==> src/rtl/osc_cal_pkg.sv <==
// osc_cal_pkg: shared types, widths and code decode helper for the oscillator calibration loop
package osc_cal_pkg;
    localparam int CODE_W = 9;
    localparam int LSB_W  = 5;
    localparam int MSB_W  = 8;

    typedef enum logic [1:0] {IDLE, SETTLE, MEASURE, UPDATE} cal_state_t;

    function automatic logic [MSB_W-1:0] code_to_therm(input logic [CODE_W-1:0] code);
        logic [MSB_W-1:0] t;
        for (int i = 0; i < MSB_W; i++) t[i] = code[CODE_W-1:LSB_W] > i[CODE_W-LSB_W-1:0];
        return t;
    endfunction
endpackage

==> src/rtl/osc_freq_cal_if.sv <==
// osc_freq_cal_if: calibration control/status bundle between the loop and its host/oscillator
interface osc_freq_cal_if
    import osc_cal_pkg::*;
#(
    parameter int CNT_W = 16
) ();
    logic             cal_en;
    logic [CNT_W-1:0] target;
    logic [CNT_W-1:0] osc_cnt;
    logic [LSB_W-1:0] delay_con_lsb;
    logic [MSB_W-1:0] delay_con_msb;
    logic [CODE_W-1:0] code;
    logic             locked;
    logic             busy;
    logic             sat;

    modport master (
        output cal_en, target, osc_cnt,
        input  delay_con_lsb, delay_con_msb, code, locked, busy, sat
    );

    modport slave (
        input  cal_en, target, osc_cnt,
        output delay_con_lsb, delay_con_msb, code, locked, busy, sat
    );
endinterface

==> src/rtl/osc_cal_code_dec.sv <==
// osc_cal_code_dec: splits a delay code into binary LSB and thermometer MSB varactor controls
module osc_cal_code_dec
    import osc_cal_pkg::*;
(
    input  logic [CODE_W-1:0] code,
    output logic [LSB_W-1:0]  lsb,
    output logic [MSB_W-1:0]  msb
);
    assign lsb = code[LSB_W-1:0];
    assign msb = code_to_therm(code);
endmodule

==> src/rtl/osc_freq_cal.sv <==
// osc_freq_cal: window-based frequency measurement stepping the ring-oscillator delay code toward target
module osc_freq_cal
    import osc_cal_pkg::*;
#(
    parameter int CNT_W       = 16,
    parameter int WIN_LOG2    = 8,
    parameter int SETTLE_CYC  = 4,
    parameter int TOL         = 2,
    parameter int COARSE_TH   = 32,
    parameter int COARSE_STEP = 8,
    parameter int LOCK_CNT    = 3,
    parameter int CODE_INIT   = 144,
    parameter int CODE_MAX    = 287
) (
    input logic           ref_clk,
    input logic           rst,
    osc_freq_cal_if.slave bus
);
    localparam int CW   = WIN_LOG2 + 1;
    localparam int LC_W = $clog2(LOCK_CNT + 1);
    localparam int NW   = CODE_W + 2;

    localparam logic [CW-1:0]          WIN_LAST = CW'((1 << WIN_LOG2) - 1);
    localparam logic [CW-1:0]          SET_LAST = CW'(SETTLE_CYC - 1);
    localparam logic signed [CNT_W:0]  TOL_S    = (CNT_W + 1)'(TOL);
    localparam logic [CNT_W:0]         TH_U     = (CNT_W + 1)'(COARSE_TH);
    localparam logic signed [NW-1:0]   CSTEP_S  = NW'(COARSE_STEP);
    localparam logic signed [NW-1:0]   FSTEP_S  = NW'(1);
    localparam logic signed [NW-1:0]   MAX_S    = NW'(CODE_MAX);
    localparam logic [CODE_W-1:0]      CODE_MX  = CODE_W'(CODE_MAX);
    localparam logic [CODE_W-1:0]      CODE_IN  = CODE_W'(CODE_INIT);
    localparam logic [LC_W-1:0]        LC_MAX   = LC_W'(LOCK_CNT);

    cal_state_t          state;
    logic [CW-1:0]       cnt;
    logic [CNT_W-1:0]    start;
    logic [CNT_W-1:0]    delta;
    logic [CODE_W-1:0]   code_q;
    logic [LC_W-1:0]     lock_cnt;
    logic                locked_q;
    logic                sat_q;
    logic                busy_q;

    logic signed [CNT_W:0] err;
    logic [CNT_W:0]        mag;
    logic                  up, dn, in_tol;
    logic signed [NW-1:0]  step, nxt;
    logic                  hi, lo;
    logic [CODE_W-1:0]     code_n;

    assign err    = $signed({1'b0, delta}) - $signed({1'b0, bus.target});
    assign mag    = err[CNT_W] ? $unsigned(-err) : $unsigned(err);
    assign up     = err > TOL_S;
    assign dn     = err < -TOL_S;
    assign in_tol = !up && !dn;
    assign step   = mag > TH_U ? CSTEP_S : FSTEP_S;
    assign nxt    = $signed({2'b00, code_q}) + (up ? step : dn ? -step : '0);
    assign hi     = nxt > MAX_S;
    assign lo     = nxt[NW-1];
    assign code_n = hi ? CODE_MX : lo ? '0 : nxt[CODE_W-1:0];

    // Sequencer: settle, measure one window, then apply one clamped code step
    always_ff @(posedge ref_clk or posedge rst) begin
        if (rst) begin
            state    <= IDLE;
            cnt      <= '0;
            start    <= '0;
            delta    <= '0;
            code_q   <= CODE_IN;
            lock_cnt <= '0;
            locked_q <= 1'b0;
            sat_q    <= 1'b0;
            busy_q   <= 1'b0;
        end else if (!bus.cal_en) begin
            state    <= IDLE;
            cnt      <= '0;
            lock_cnt <= '0;
            locked_q <= 1'b0;
            busy_q   <= 1'b0;
        end else begin
            case (state)
                IDLE: begin
                    state  <= SETTLE;
                    start  <= bus.osc_cnt;
                    cnt    <= '0;
                    busy_q <= 1'b1;
                end
                SETTLE: begin
                    state <= cnt == SET_LAST ? MEASURE : SETTLE;
                    cnt   <= cnt == SET_LAST ? '0 : cnt + 1'b1;
                end
                MEASURE: begin
                    state <= cnt == WIN_LAST ? UPDATE : MEASURE;
                    cnt   <= cnt == WIN_LAST ? '0 : cnt + 1'b1;
                    if (cnt == WIN_LAST) delta <= bus.osc_cnt - start;
                end
                UPDATE: begin
                    state    <= SETTLE;
                    start    <= bus.osc_cnt;
                    code_q   <= code_n;
                    sat_q    <= hi || lo;
                    lock_cnt <= !in_tol ? '0 : lock_cnt == LC_MAX ? LC_MAX : lock_cnt + 1'b1;
                    locked_q <= in_tol && lock_cnt >= LC_MAX - 1'b1;
                end
            endcase
        end
    end

    assign bus.code   = code_q;
    assign bus.locked = locked_q;
    assign bus.sat    = sat_q;
    assign bus.busy   = busy_q;

    osc_cal_code_dec u_dec (
        .code (code_q),
        .lsb  (bus.delay_con_lsb),
        .msb  (bus.delay_con_msb)
    );
endmodule

==> src/flat_wrapper.sv <==
// flat-port wrapper written by rule: the top's interface ports become plain ports
module osc_freq_cal_flat import osc_cal_pkg::*;
#(
    parameter int CNT_W       = 16,
    parameter int WIN_LOG2    = 8,
    parameter int SETTLE_CYC  = 4,
    parameter int TOL         = 2,
    parameter int COARSE_TH   = 32,
    parameter int COARSE_STEP = 8,
    parameter int LOCK_CNT    = 3,
    parameter int CODE_INIT   = 144,
    parameter int CODE_MAX    = 287
)
  (ref_clk, rst, bus_cal_en, bus_target, bus_osc_cnt, bus_delay_con_lsb, bus_delay_con_msb, bus_code, bus_locked, bus_busy, bus_sat);
  osc_freq_cal_if #(.CNT_W(CNT_W)) bus_i ();
  input logic ref_clk;
  input logic rst;
  input wire logic [$bits(bus_i.cal_en)-1:0] bus_cal_en;
  input wire logic [$bits(bus_i.target)-1:0] bus_target;
  input wire logic [$bits(bus_i.osc_cnt)-1:0] bus_osc_cnt;
  output wire logic [$bits(bus_i.delay_con_lsb)-1:0] bus_delay_con_lsb;
  output wire logic [$bits(bus_i.delay_con_msb)-1:0] bus_delay_con_msb;
  output wire logic [$bits(bus_i.code)-1:0] bus_code;
  output wire logic [$bits(bus_i.locked)-1:0] bus_locked;
  output wire logic [$bits(bus_i.busy)-1:0] bus_busy;
  output wire logic [$bits(bus_i.sat)-1:0] bus_sat;
  assign bus_i.cal_en = bus_cal_en;
  assign bus_i.target = bus_target;
  assign bus_i.osc_cnt = bus_osc_cnt;
  assign bus_delay_con_lsb = bus_i.delay_con_lsb;
  assign bus_delay_con_msb = bus_i.delay_con_msb;
  assign bus_code = bus_i.code;
  assign bus_locked = bus_i.locked;
  assign bus_busy = bus_i.busy;
  assign bus_sat = bus_i.sat;
  osc_freq_cal #(.CNT_W(CNT_W), .WIN_LOG2(WIN_LOG2), .SETTLE_CYC(SETTLE_CYC), .TOL(TOL), .COARSE_TH(COARSE_TH), .COARSE_STEP(COARSE_STEP), .LOCK_CNT(LOCK_CNT), .CODE_INIT(CODE_INIT), .CODE_MAX(CODE_MAX)) u_core (.ref_clk(ref_clk), .rst(rst), .bus(bus_i));
endmodule
==> config.mk <==
export PLATFORM = sky130hd
export DESIGN_NAME = osc_freq_cal_flat
export DESIGN_NICKNAME = d
export VERILOG_FILES = /design/src/rtl/osc_cal_pkg.sv /design/src/rtl/osc_freq_cal_if.sv /design/src/rtl/osc_cal_code_dec.sv /design/src/rtl/osc_freq_cal.sv /design/src/flat_wrapper.sv
export SDC_FILE = /design/constraint.sdc
export NUM_CORES = 1
export LEC_CHECK = 0
export CAP_MARGIN = 10
export CORE_MARGIN = 2
export CORE_UTILIZATION = 30
export CTS_CLUSTER_SIZE = 30
export DETAILED_ROUTE_END_ITERATION = 10
export GPL_TIMING_DRIVEN = 0
export HOLD_SLACK_MARGIN = 0.1
export PLACE_DENSITY = 0.56
export SETUP_SLACK_MARGIN = 0.3
export SYNTH_ARGS = -nofsm -noshare
export SYNTH_HDL_FRONTEND = slang
export SYNTH_SLANG_ARGS = --single-unit
export TNS_END_PERCENT = 30
==> constraint.sdc <==
create_clock -name ref_clk -period 5.8 [get_ports ref_clk]
set_input_delay 1.16 -clock ref_clk [delete_from_list [all_inputs] [get_ports ref_clk]]
set_output_delay 1.16 -clock ref_clk [all_outputs]
set_load 0.01 [all_outputs]
==> CHANGELOG.md <==
## Implementation

- Maximum number of pins on one net before global-route repair: 37
- Clk Latency, worst-skew pair: 0.33 ns
- Combined area of the multi-input logic cells: around 4000 um2
- Met3 Track Usage GR: 2.99%
- Most Frequent Cell on Critical Path: sky130_fd_sc_hd__ha_4
- Residual DRC: 0
- Critical hold path startpoint: u_core.delta[12]
- Count of max-cap constraint violations: 0
- Main logic family after synthesis: simple AND/OR/NAND/NOR gates
- Logic share of the area: between 50% and 60%
- Heaviest power group: clock
- Net Sw Power: 348 uW
- Root buffer cell: sky130_fd_sc_hd__clkbuf_16
- Antenna Cells: 0
- Worst setup timing slack at the placement stage: -1.40 ns
- Ao+oa area frac: between 20 and 25%
- Met2 WL: 6.37 mm
- Area taken by flip-flops and latches: 1430 um2
- Count of inverters other than clock inverters in the layout: 58
- Number of standard cells after synthesis: 645
- H-tree lvl count: 3
- Area of the core: around 17000 um2
- Synth Register Bits: 57
- Fraction of post-synthesis cell area in the top cell type by area: about a quarter
- Critical Path Start Type: input port
- Log Warnings: 34
- Power in the clock group: 526 uW
- GR met2 Demand/Resource: 24.6%
- Routing usage on met1: 19.1%
- Starting DRC count in detailed routing: 234
- Status: finished with violations
- Number of hold-slack violations in the final timing report: 0
- Number of gates resized after cts: about 100
- Via-to-Cell Ratio: 4.90
- Register-to-Register Setup Slack: around 0.090 ns
- Horizontal die size: 136 um
- Top cells by count: sky130_fd_sc_hd__nand2_1 (70), sky130_fd_sc_hd__o21ai_0 (62), sky130_fd_sc_hd__inv_1 (58)
- Total cells reported by yosys after synthesis: 645
- Final Non-Filler Cells: 992
- Failing checks: negative setup slack
- Largest area class, layout: logic gates
- Fraction of synthesized cell area in xor and xnor cells: 5.34%
- Post-CTS setup-driven buffer insertion count: 40
- Post-place instance area: 6210 um2
- Post-Syn Nets: about 730
- Top area cell types: sky130_fd_sc_hd__dfrtp_1 (26%), sky130_fd_sc_hd__ha_1 (12%), sky130_fd_sc_hd__o21ai_0 (6.0%)
- Post-route cell area: roughly 7300 um2
- Synthesized area per cell: slightly above 8 um2
- Critical register-to-register path endpoint: u_core.bus.code[0]
- Flop count: 57
- Adder-cell share of the synthesized area: 13.0%
- Sum of routed wire segments on met1: 6.28 mm
- Clock-pin slew of the registers on the worst-case setup and hold paths: 0.05 ns
- Worst hold slack: 0.479 ns
- Crit path kind: in -> reg
- Post-placement cell count: 930
- Global-route wire length before repair: 22.1 mm
- Total number of tap cells: 225
- Sequential-to-total area share from yosys stat: 27.5%
- Worst-Margin Slew: 0.605 ns
- Clock Sink Count: 57
- Power Combinational: between 300 and 400 uW
- Cell with the largest stage delay on the worst path: sky130_fd_sc_hd__or4b_4
- Most numerous logic cell after layout: sky130_fd_sc_hd__nand2_1
- Most used DFF post-synth: sky130_fd_sc_hd__dfrtp_1
- Die height: 136 um
- Start of the worst register-to-register path: u_core.delta[0]
- Max FO, Critical Path: 5
- Count of final setup violators: 10
- Clock-cell share of area: ~4.0%
- Category of cells accounting for the largest share of critical-path delay: simple AND/OR/NAND/NOR gates
- Fraction of power consumed by combinational cells: 24.5%
- Critical path destination: u_core.bus.code[0]
- Critical Path RT: 6.03 ns
- Leakage power figure: 3.20 nW
- Count leader, synth: sky130_fd_sc_hd__nand2_1
- Setup repair after global routing missed its margin: true
- Residual antenna-violating net count after detailed routing: 0
- Worst Reg2Reg Path Length in Cells: 24
- Number of buffers added by the clock tree synthesis step: 9
- Vias in the first global route: 4640
- DP HPWL: just under 10 mm
- Clock Buffer Count: 12
- Internal power: 908 uW
- Post-synth tally of flip-flops with integrated enable: 0
- Number of fill cells in the layout: about 1700
- Post-synth area from yosys stat: 5200 um2
- Power density over the cells: 171 nW/um2
- Number of nets in the final layout: 850
- Setup slack after layout: -0.384 ns
- End of the worst hold path: u_core.delta[12]
- Synth Warn #: 0
- Power of the sequential group: between 400 and 500 uW
- Multi-In Gates: 509
- Router iterations before antenna repair: 4
- Fraction of the core area occupied by cells at floorplan: 30.4%
- Highest-utilization routing layer at the global route stage: met2
- Max Clock Freq: 0.162 GHz
- Worst vdd rail ir drop: 0.140 mV
- Mapped cell area: 5200 um2
- Cell type with the largest total area after synthesis: sky130_fd_sc_hd__dfrtp_1
- Worst path arrival time: 6.42 ns
- Clock Skews: 0.00799 ns
- Initial antenna violation count: 0
- Post-synthesis mux area share: 1.44%
- Top sig layer: met4
### Placed standard cells

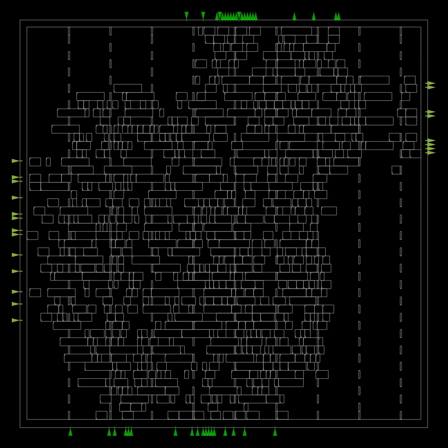
end-of-flow core utilization: 42.8%
FP Rows: 48

### Port wiring

(3 px per um)
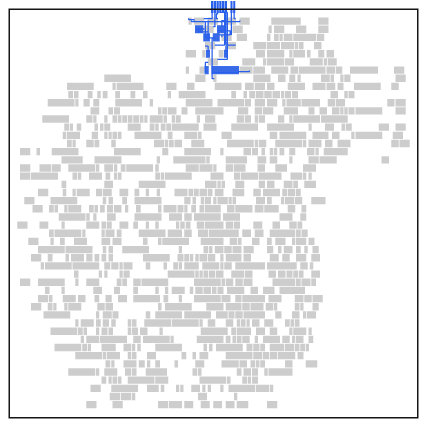
legend:
  `bus_delay_con_msb`:
    colour: blue
    bits: 8
    direction: output
    edge: top
    end_cells: 8
    buffers: 9
    wire: 168 um

### Where the registers sit

(4 px per um) Other sequential cells in the stronger grey, the rest of the logic in the fainter grey.
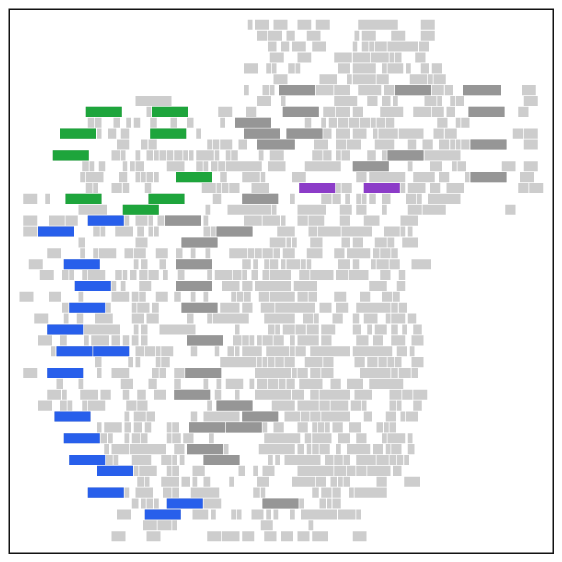
legend:
  `u_core.start`:
    colour: blue
    placed_flops: 16
  `u_core.cnt`:
    colour: green
    placed_flops: 9
    where: top left
  `u_core.lock_cnt`:
    colour: purple
    placed_flops: 2

### Signal wires by layer

(3 px per um) Only two layers are drawn.
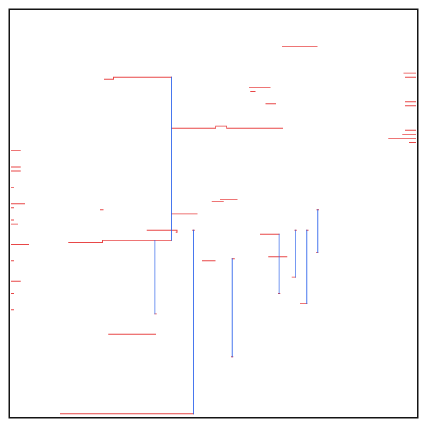
legend:
  M3:
    colour: red
    wire_length: 292 um
  M4:
    colour: blue
    wire_length: 247 um

### Wiring heat map

(3 px per um) 27 x 27 tiles, from dark blue (low) to red (high), scaled to the fullest tile. Values are wire area over tile area, all layers added.
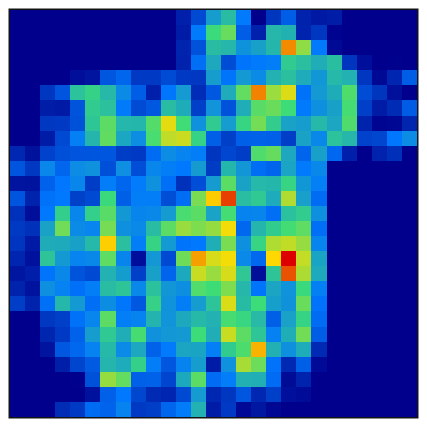
densest ninth of the die: middle
tiles over half the peak: 11%
fullest tile: 0.50
emptiest ninth of the die: bottom right
Vias: 4861
combined global-route utilization of all metal layers: 14.8%
detail-routed net length per standard cell: 13.3 um
post-detailed-routing wire length: 13.2 mm

Power figures rest on the tool's default switching activity, not on a simulated workload.
